Design dram_rd_capture, sky130hd; sources not shown.
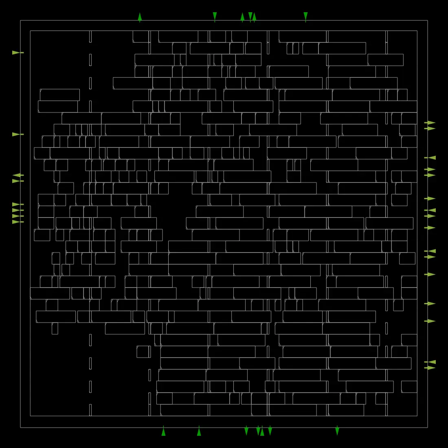
Run 1: cell outlines without signal wires
core area: 0.00809 mm^2
sequential portion of the cell area: 0.555
Fillers: 616
post-layout util: 0.617
non-filler instance count after layout: 429

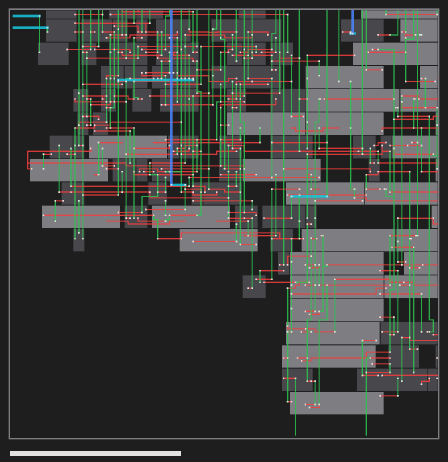
Run 1: close-up of the layout
Scale bar: 20 um. Window x 0 to 50, y 0 to 50 um. Cells in grey, sequential cells in the stronger grey; small squares are vias.
Green shows M2. Blue shows M4. Cyan shows M3. Red shows M1.
79 logic cells have their middle in the window. Most frequent: edfxtp_1 (11), dfrtp_1 (10), o21a_1 (7). Sequential cells in the window: 21.

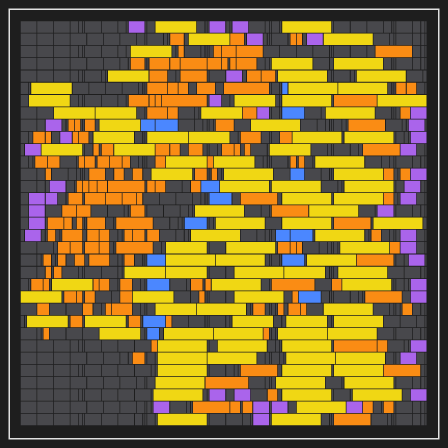
Run 1: placement by cell class
Fill, decap, tap and diode cells in grey.
Yellow shows registers, cells 98. Orange shows remaining logic cells, cells 170. Blue shows clock drivers and dummy loads, cells 16. Purple shows remaining buffers and delay cells, cells 40.
floorplan row count: 33
post-layout instance area: 0.00499 mm^2

==> qor.tcl, run 1 <==
set qor(timing.critical_path.required_ns) 3.04
set qor(portBuffers) 36
set qor(cp_cell_sequence) {buf_4, mux4_1, nor2b_1, clkdlybuf4s50_1}
set qor(clock_tree.buffer_depth) 2
set qor(hold-path-cell-count) 1
set qor(crit_path_max_incr_delay_ns) 0.62
set qor(drt-initial-drc-count) 196
set qor(average_via_count_per_standard_cell) 5.67
set qor(report.final.hold_viol_count) 0
set qor(final_layout_top_logic_cell) {sky130_fd_sc_hd__edfxtp_1}
set qor(totalWireLength_mm) 7.57
set qor(globalplace.congestion) 0.908
set qor(global_route_wire_length_before_repair_mm) 12.7
set qor(max_clk_rate_mhz) 278
set qor(cts_setup_buffers) 0
set qor(crit_buf_inv) 2
set qor(grt_antenna_before_repair) 0
set qor(path_class) {reg2out}
set qor(worst_ep_arrival_time_ns) 2.59
set qor(seqCellArea_mm2) 0.00277
set qor(detail_route.wl_per_cell_um) 17.6
set qor(syn_area_per_cell_um2) 15.4
set qor(detailed_place_hpwl_mm) 5.04
set qor(grt_pass1_vias) 2456
set qor(tightest_slew_ns) 0.877
set qor(finalSetupViolCount) 0
set qor(synth_largest_type_area_fraction) 0.439
set qor(whs_ns) 0.284
set qor(numCtsBuffers) 9
set qor(outcome) {completed}
set qor(place.detailed.instances) 413
set qor(max_cap_check_violation_count) 0
set qor(dr_total_vias) 2431
set qor(grt_start_max_net_pins) 29
set qor(power_density_mw_per_mm2) 562
set qor(cts_tree) {done}
set qor(post_cts_clock_slew_at_the_launch_and_capture_registers_of_the_worst_setup_and_hold_paths_ns) 0.10
set qor(die_x_size_um) 94.9
set qor(mostFrequentLayoutCells) {sky130_fd_sc_hd__edfxtp_1, sky130_fd_sc_hd__clkdlybuf4s50_1, sky130_fd_sc_hd__dfrtp_1, sky130_fd_sc_hd__nand2_1, sky130_fd_sc_hd__nor2b_1}
set qor(floorplan.core_util) 0.541
set qor(num_antenna_cells) 0
set qor(globalRouteTotalUtil) 0.190
set qor(synth.distinct_cells) 55
set qor(i_o_pin_cnt) 37
set qor(min_period_ns) 3.60
set qor(crit_path_top_delay_cell) {sky130_fd_sc_hd__clkdlybuf4s50_1}
set qor(dominant_delay_contributor_by_cell_family_on_the_critical_path) {buffers and inverters}
set qor(drc) 0
set qor(yosysTopAreaCell) {sky130_fd_sc_hd__edfxtp_1}
set qor(floorplan.die_area_mm2) 0.00901
set qor(synth-edff-count) 64
set qor(layout.area.comb_mm2) 0.00148
set qor(cts.sink_count) 98
set qor(synth_warnings) 6
set qor(highest_net_fanout_along_the_worst_path) 16
set qor(tns_ns) 0
set qor(topCellsByArea) {sky130_fd_sc_hd__edfxtp_1, sky130_fd_sc_hd__dfrtp_1, sky130_fd_sc_hd__mux4_2}
set qor(cts_hold_fix_bufs) 0
set qor(layout_cells_sized_above_1) 0.160
set qor(critical_path.endpoint_type) {primary output}
set qor(max_slew_vio_count) 0
set qor(rsz0062_at_grt) {false}
set qor(post_layout_power_w) 0.00281
set qor(synthesis.instances) 284
set qor(largest_reg_flops) 64
set qor(clk_root_buffer_cell) {sky130_fd_sc_hd__clkbuf_8}
set qor(drt_pre_antenna_iters) 4
set qor(synth.yosys.num_cells) 284
set qor(synth_flops) 98
set qor(area_growth_syn_to_layout_pct) 14.0
set qor(timing.max_slew.rel_slack) 0.416
set qor(timing.critical_path.from_type) {flop}
set qor(vdd.ir_drop.worst_mv) 0.206
set qor(grt-ovfl-total) 0
set qor(rrSetupSlack_ns) 1.69
set qor(insertion_delay_ns) 0.35
set qor(floorplan.die.height_um) 94.9
set qor(timing.reg2reg.worst_path_depth) 3
set qor(synth-async-reset-ratio) 0.347
set qor(synthesis.area_mm2) 0.00438
set qor(leakagePower_nw) 1.82
set qor(holdCritPathClass) {reg2reg}
set qor(route.antenna.remaining_nets) 0
set qor(warning_count) 28
set qor(post_cts.resized_instances) 0
## run 1: kinds of logic (layout without fill, tap and decap cells)
logic type,count (synthesis),after routing,share of synthesized area
mux,22,22,0.109
compound gates,39,39,0.0729
fa+ha+maj,6,6,0.0171
simple gates,86,86,0.115
flops,98,98,0.633
xor+xnor,8,8,0.0246
buf+inv,25,65,0.0289
## run 1: metrics by stage
step | setup slack [ns] | area, um^2
4_1_cts | 0.395 | 4990
6_report | 0.449 | 4990
3_5_place_dp | 0.461 | 4810
3_3_place_gp | 0.555 | 4810
5_1_grt | 0.290 | 4990
2_1_floorplan | 1.13 | 4290
## run 1: per-layer routing
metal | up-vias | part of all wire | global-route usage
met2 | 47 | 0.52 | 0.313
met1 | 1238 | 0.44 | 0.257
li1 | 1139 | - | -
met3 | 7 | 0.032 | 0.0375
met4 | 0 | 0.012 | 0.0640
met5 | - | 0 | 0
## run 1: where the power goes
part	internal (W)	total (W)	switching, W
Clock	0.000234	0.000571	0.000337
Combinational	0.000498	0.00109	0.000593
Sequential	0.00109	0.00114	0.0000506
Total	0.00182	0.00281	0.000981
## run 1: area by class of cell
| class | instances | area share |
|---|---|---|
| flip-flops and latches | 98 | 0.555 |
| multi-input cells | 161 | 0.296 |
| clock buffers | 9 | 0.0248 |
| well taps | 105 | 0.0263 |
| clock inverters | 7 | 0.0120 |
| repair buffers | 40 | 0.0782 |
| inverters | 9 | 0.00677 |
## run 1: synth_stat cells (2+ instances only)
cell                        n
sky130_fd_sc_hd__dfrtp_1   34
sky130_fd_sc_hd__mux4_1     4
sky130_fd_sc_hd__o21a_1    13
sky130_fd_sc_hd__nand2_1   24
sky130_fd_sc_hd__a21boi_0   8
sky130_fd_sc_hd__buf_4      3
sky130_fd_sc_hd__ha_1       6
sky130_fd_sc_hd__nor3_1     5
sky130_fd_sc_hd__buf_2      4
sky130_fd_sc_hd__a31oi_1    2
sky130_fd_sc_hd__inv_2      2
sky130_fd_sc_hd__clkbuf_1   6
sky130_fd_sc_hd__nor2b_1   19
sky130_fd_sc_hd__o41ai_2    2
sky130_fd_sc_hd__and3_1     4
sky130_fd_sc_hd__edfxtp_1  64
sky130_fd_sc_hd__a32oi_1    2
sky130_fd_sc_hd__and3b_1    2
sky130_fd_sc_hd__nand3b_1   2
sky130_fd_sc_hd__nand2b_1   2
sky130_fd_sc_hd__xor2_4     2
sky130_fd_sc_hd__xnor2_1    5
sky130_fd_sc_hd__and2_1     3
sky130_fd_sc_hd__o31ai_2    2
sky130_fd_sc_hd__o21ai_1    2
sky130_fd_sc_hd__nor4_1     5
sky130_fd_sc_hd__buf_6      2
sky130_fd_sc_hd__nand3_1    2
sky130_fd_sc_hd__mux4_2    15
sky130_fd_sc_hd__inv_1      7
sky130_fd_sc_hd__nor2_1     7
Run 1, register map, names as in the netlist:
Other sequential cells in the stronger grey, the rest of the logic in the fainter grey.
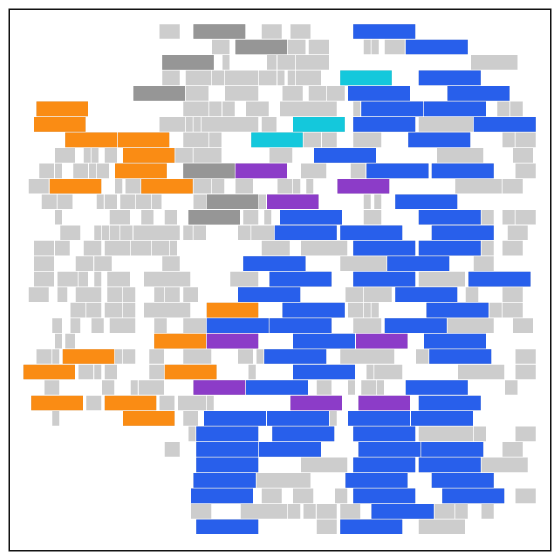

==> run 2, diff against run 1 <==
--- a/config.mk
+++ b/config.mk
@@ -16,6 +16,5 @@
 export SLEW_MARGIN = 20
 export SYNTH_ARGS = -nofsm -noshare
 export SYNTH_HDL_FRONTEND = slang
-export SYNTH_HIERARCHICAL = 1
 export SYNTH_SLANG_ARGS = --single-unit
 export TNS_END_PERCENT = 100
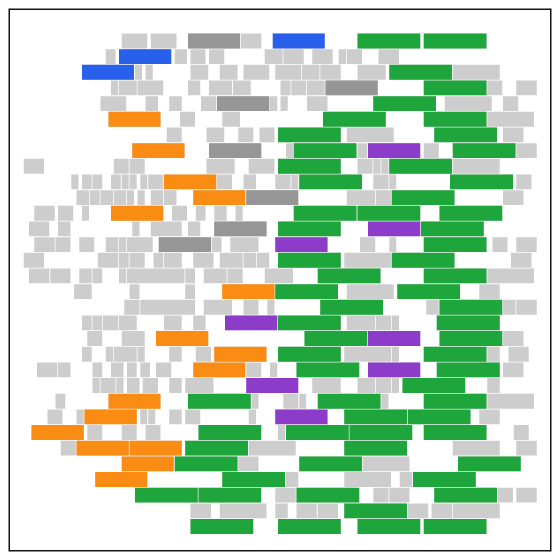
Run 2: register map, names as in the netlist
Other sequential cells in the stronger grey, the rest of the logic in the fainter grey.
Purple shows early_q, placed flops 8. Blue shows u_fifo.wptr_q, placed flops 3. Green shows u_fifo.mem_q, placed flops 64. Orange shows wheel_q, placed flops 16.
Another 7 sequential cells are not coloured.
post-layout util: 0.636
sequential portion of the cell area: 0.561
FF+latch area: 0.00277 mm^2
flip-flop and latch power: 0.00114 W

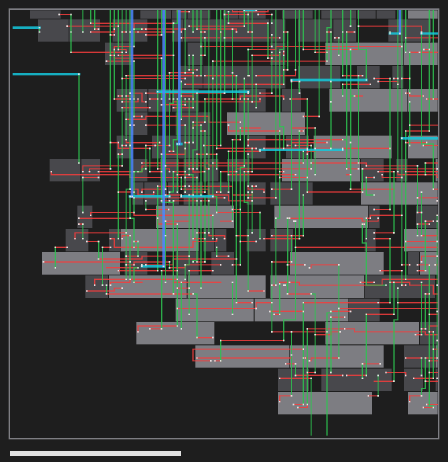
Run 2: close-up of the layout
Scale bar: 20 um. Window x 0 to 50, y 0 to 50 um. Cells in grey, sequential cells in the stronger grey; small squares are vias.
Blue shows M4. Cyan shows M3. Red shows M1. Green shows M2.
Most frequent: dfrtp_1 (13), o21a_1 (11), edfxtp_1 (8). Sequential cells in the window: 21. 91 logic cells have their middle in the window.

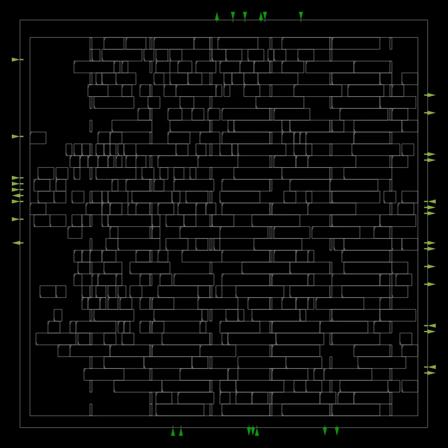
Run 2: cell outlines without signal wires
non-filler instance count after layout: 436
core area: 0.00777 mm^2
inserted tap cell count: 102

==> run 2 against run 1 <==
Against the previous run:
- synthesized area down 2.5%
- via count down 0.70%
- sequential power about the same
- critical path type unchanged
- highest routed layer unchanged
==> qor.tcl, run 2 <==
set qor(cp_cell_sequence) {buf_4, mux4_2, and2b_1, clkdlybuf4s50_1} ;# was buf_4, mux4_1, nor2b_1, clkdlybuf4s50_1
set qor(cts_hold_fix_bufs) 0 ;# unchanged
set qor(drt_pre_antenna_iters) 5 ;# was 4
set qor(worst_ep_arrival_time_ns) 2.49 ;# was 2.59 ns
set qor(portBuffers) 36 ;# unchanged
set qor(num_antenna_cells) 0 ;# unchanged
set qor(synth-async-reset-ratio) 0.347 ;# unchanged
set qor(max_cap_check_violation_count) 0 ;# unchanged
set qor(leakagePower_nw) 1.83 ;# was 1.82 nW
set qor(insertion_delay_ns) 0.35 ;# about the same
set qor(tns_ns) 0 ;# unchanged
set qor(mostFrequentLayoutCells) {sky130_fd_sc_hd__edfxtp_1, sky130_fd_sc_hd__clkdlybuf4s50_1, sky130_fd_sc_hd__dfrtp_1, sky130_fd_sc_hd__nand2_1, sky130_fd_sc_hd__mux4_2} ;# was sky130_fd_sc_hd__edfxtp_1, sky130_fd_sc_hd__clkdlybuf4s50_1, sky130_fd_sc_hd__dfrtp_1, sky130_fd_sc_hd__nand2_1, sky130_fd_sc_hd__nor2b_1
set qor(fillers) 593 ;# was 616
set qor(yosysTopAreaCell) {sky130_fd_sc_hd__edfxtp_1} ;# unchanged
set qor(globalRouteTotalUtil) 0.200 ;# was 0.190
set qor(synth_largest_type_area_fraction) 0.450 ;# was 0.439
set qor(place.detailed.instances) 420 ;# was 413
set qor(outcome) {completed} ;# unchanged
set qor(vdd.ir_drop.worst_mv) 0.218 ;# was 0.206 mV
set qor(floorplan.die_area_mm2) 0.00879 ;# was 0.00901 mm^2
set qor(timing.critical_path.required_ns) 3.04 ;# about the same
set qor(report.final.hold_viol_count) 0 ;# unchanged
set qor(average_via_count_per_standard_cell) 5.54 ;# was 5.67
set qor(synth-edff-count) 64 ;# unchanged
set qor(crit_path_top_delay_cell) {sky130_fd_sc_hd__clkdlybuf4s50_1} ;# unchanged
set qor(synth_dominant_cell_count) {sky130_fd_sc_hd__edfxtp_1} ;# unchanged
set qor(critical_path.endpoint_type) {primary output} ;# unchanged
set qor(globalplace.congestion) 0.927 ;# was 0.908
set qor(global_route_wire_length_before_repair_mm) 12.9 ;# was 12.7 mm
set qor(max_slew_vio_count) 0 ;# unchanged
set qor(grt_pass1_vias) 2481 ;# was 2,456
set qor(i_o_pin_cnt) 37 ;# unchanged
set qor(topCellsByArea) {sky130_fd_sc_hd__edfxtp_1, sky130_fd_sc_hd__dfrtp_1, sky130_fd_sc_hd__mux4_2} ;# unchanged
set qor(largest_reg_flops) 64 ;# unchanged
set qor(grt_antenna_before_repair) 0 ;# unchanged
set qor(timing.max_slew.rel_slack) 0.494 ;# was 0.416
set qor(final_layout_top_logic_cell) {sky130_fd_sc_hd__edfxtp_1} ;# unchanged
set qor(clock_tree.buffer_depth) 2 ;# unchanged
set qor(grt-ovfl-total) 0 ;# unchanged
set qor(drt-initial-drc-count) 115 ;# was 196
set qor(max_clk_rate_mhz) 286 ;# was 278 MHz
==> run 2: layout make-up <==
type	instances	area, um^2	area share
clock inverter	7	60.1	0.0122
tap	102	128	0.0258
clock buffer	9	124	0.0251
timing repair buffer	48	450	0.0911
inverter	8	30.0	0.00608
sequential	98	2770	0.561
multi-input combinational	164	1380	0.279
==> run 2: cells by family after synthesis <==
logic type,count (synthesis),synth area share
buffers and inverters,24,0.0284
xor gates and xnor gates,7,0.0144
AOI/OAI and AO/OA,40,0.0703
adders and majority gates,6,0.0176
muxes,22,0.104
DFF,98,0.649
and+or+nand+nor,89,0.116
==> run 2: metrics by stage <==
| stage | area [um^2] | total power, W |
|---|---|---|
| floorplan | 4180 | 0.00184 |
| global placement | 4760 | 0.00219 |
| detailed placement | 4760 | 0.00221 |
| CTS | 4940 | 0.00278 |
| global route | 4940 | 0.00289 |
| finish | 4940 | 0.00276 |
==> run 2: power breakdown <==
group	switching [W]	internal (W)	leakage (nW)	total, W
clock network	0.000349	0.000234	0.0897	0.000583
logic	0.000544	0.000492	0.700	0.00104
registers	0.0000377	0.00110	1.04	0.00114
total	0.000931	0.00182	1.83	0.00276
==> run 2: metal layers <==
| metal | vias to the layer above | share of wire | GRT usage |
|---|---|---|---|
| met4 | 0 | 0.023 | 0.0870 |
| met1 | 1200 | 0.44 | 0.267 |
| li1 | 1142 | - | - |
| met5 | - | 0 | 0 |
| met2 | 58 | 0.50 | 0.324 |
| met3 | 14 | 0.035 | 0.0337 |
==> run 2: worst max-delay path, delay by kind of cell, from the launching register on <==
family	cells	cell delay [ns]
buffers and inverters	2	0.95
multiplexers	1	0.54
AND/OR/NAND/NOR	1	0.18
flip-flops	1	0.45
Power and IR drop assume default switching activity.
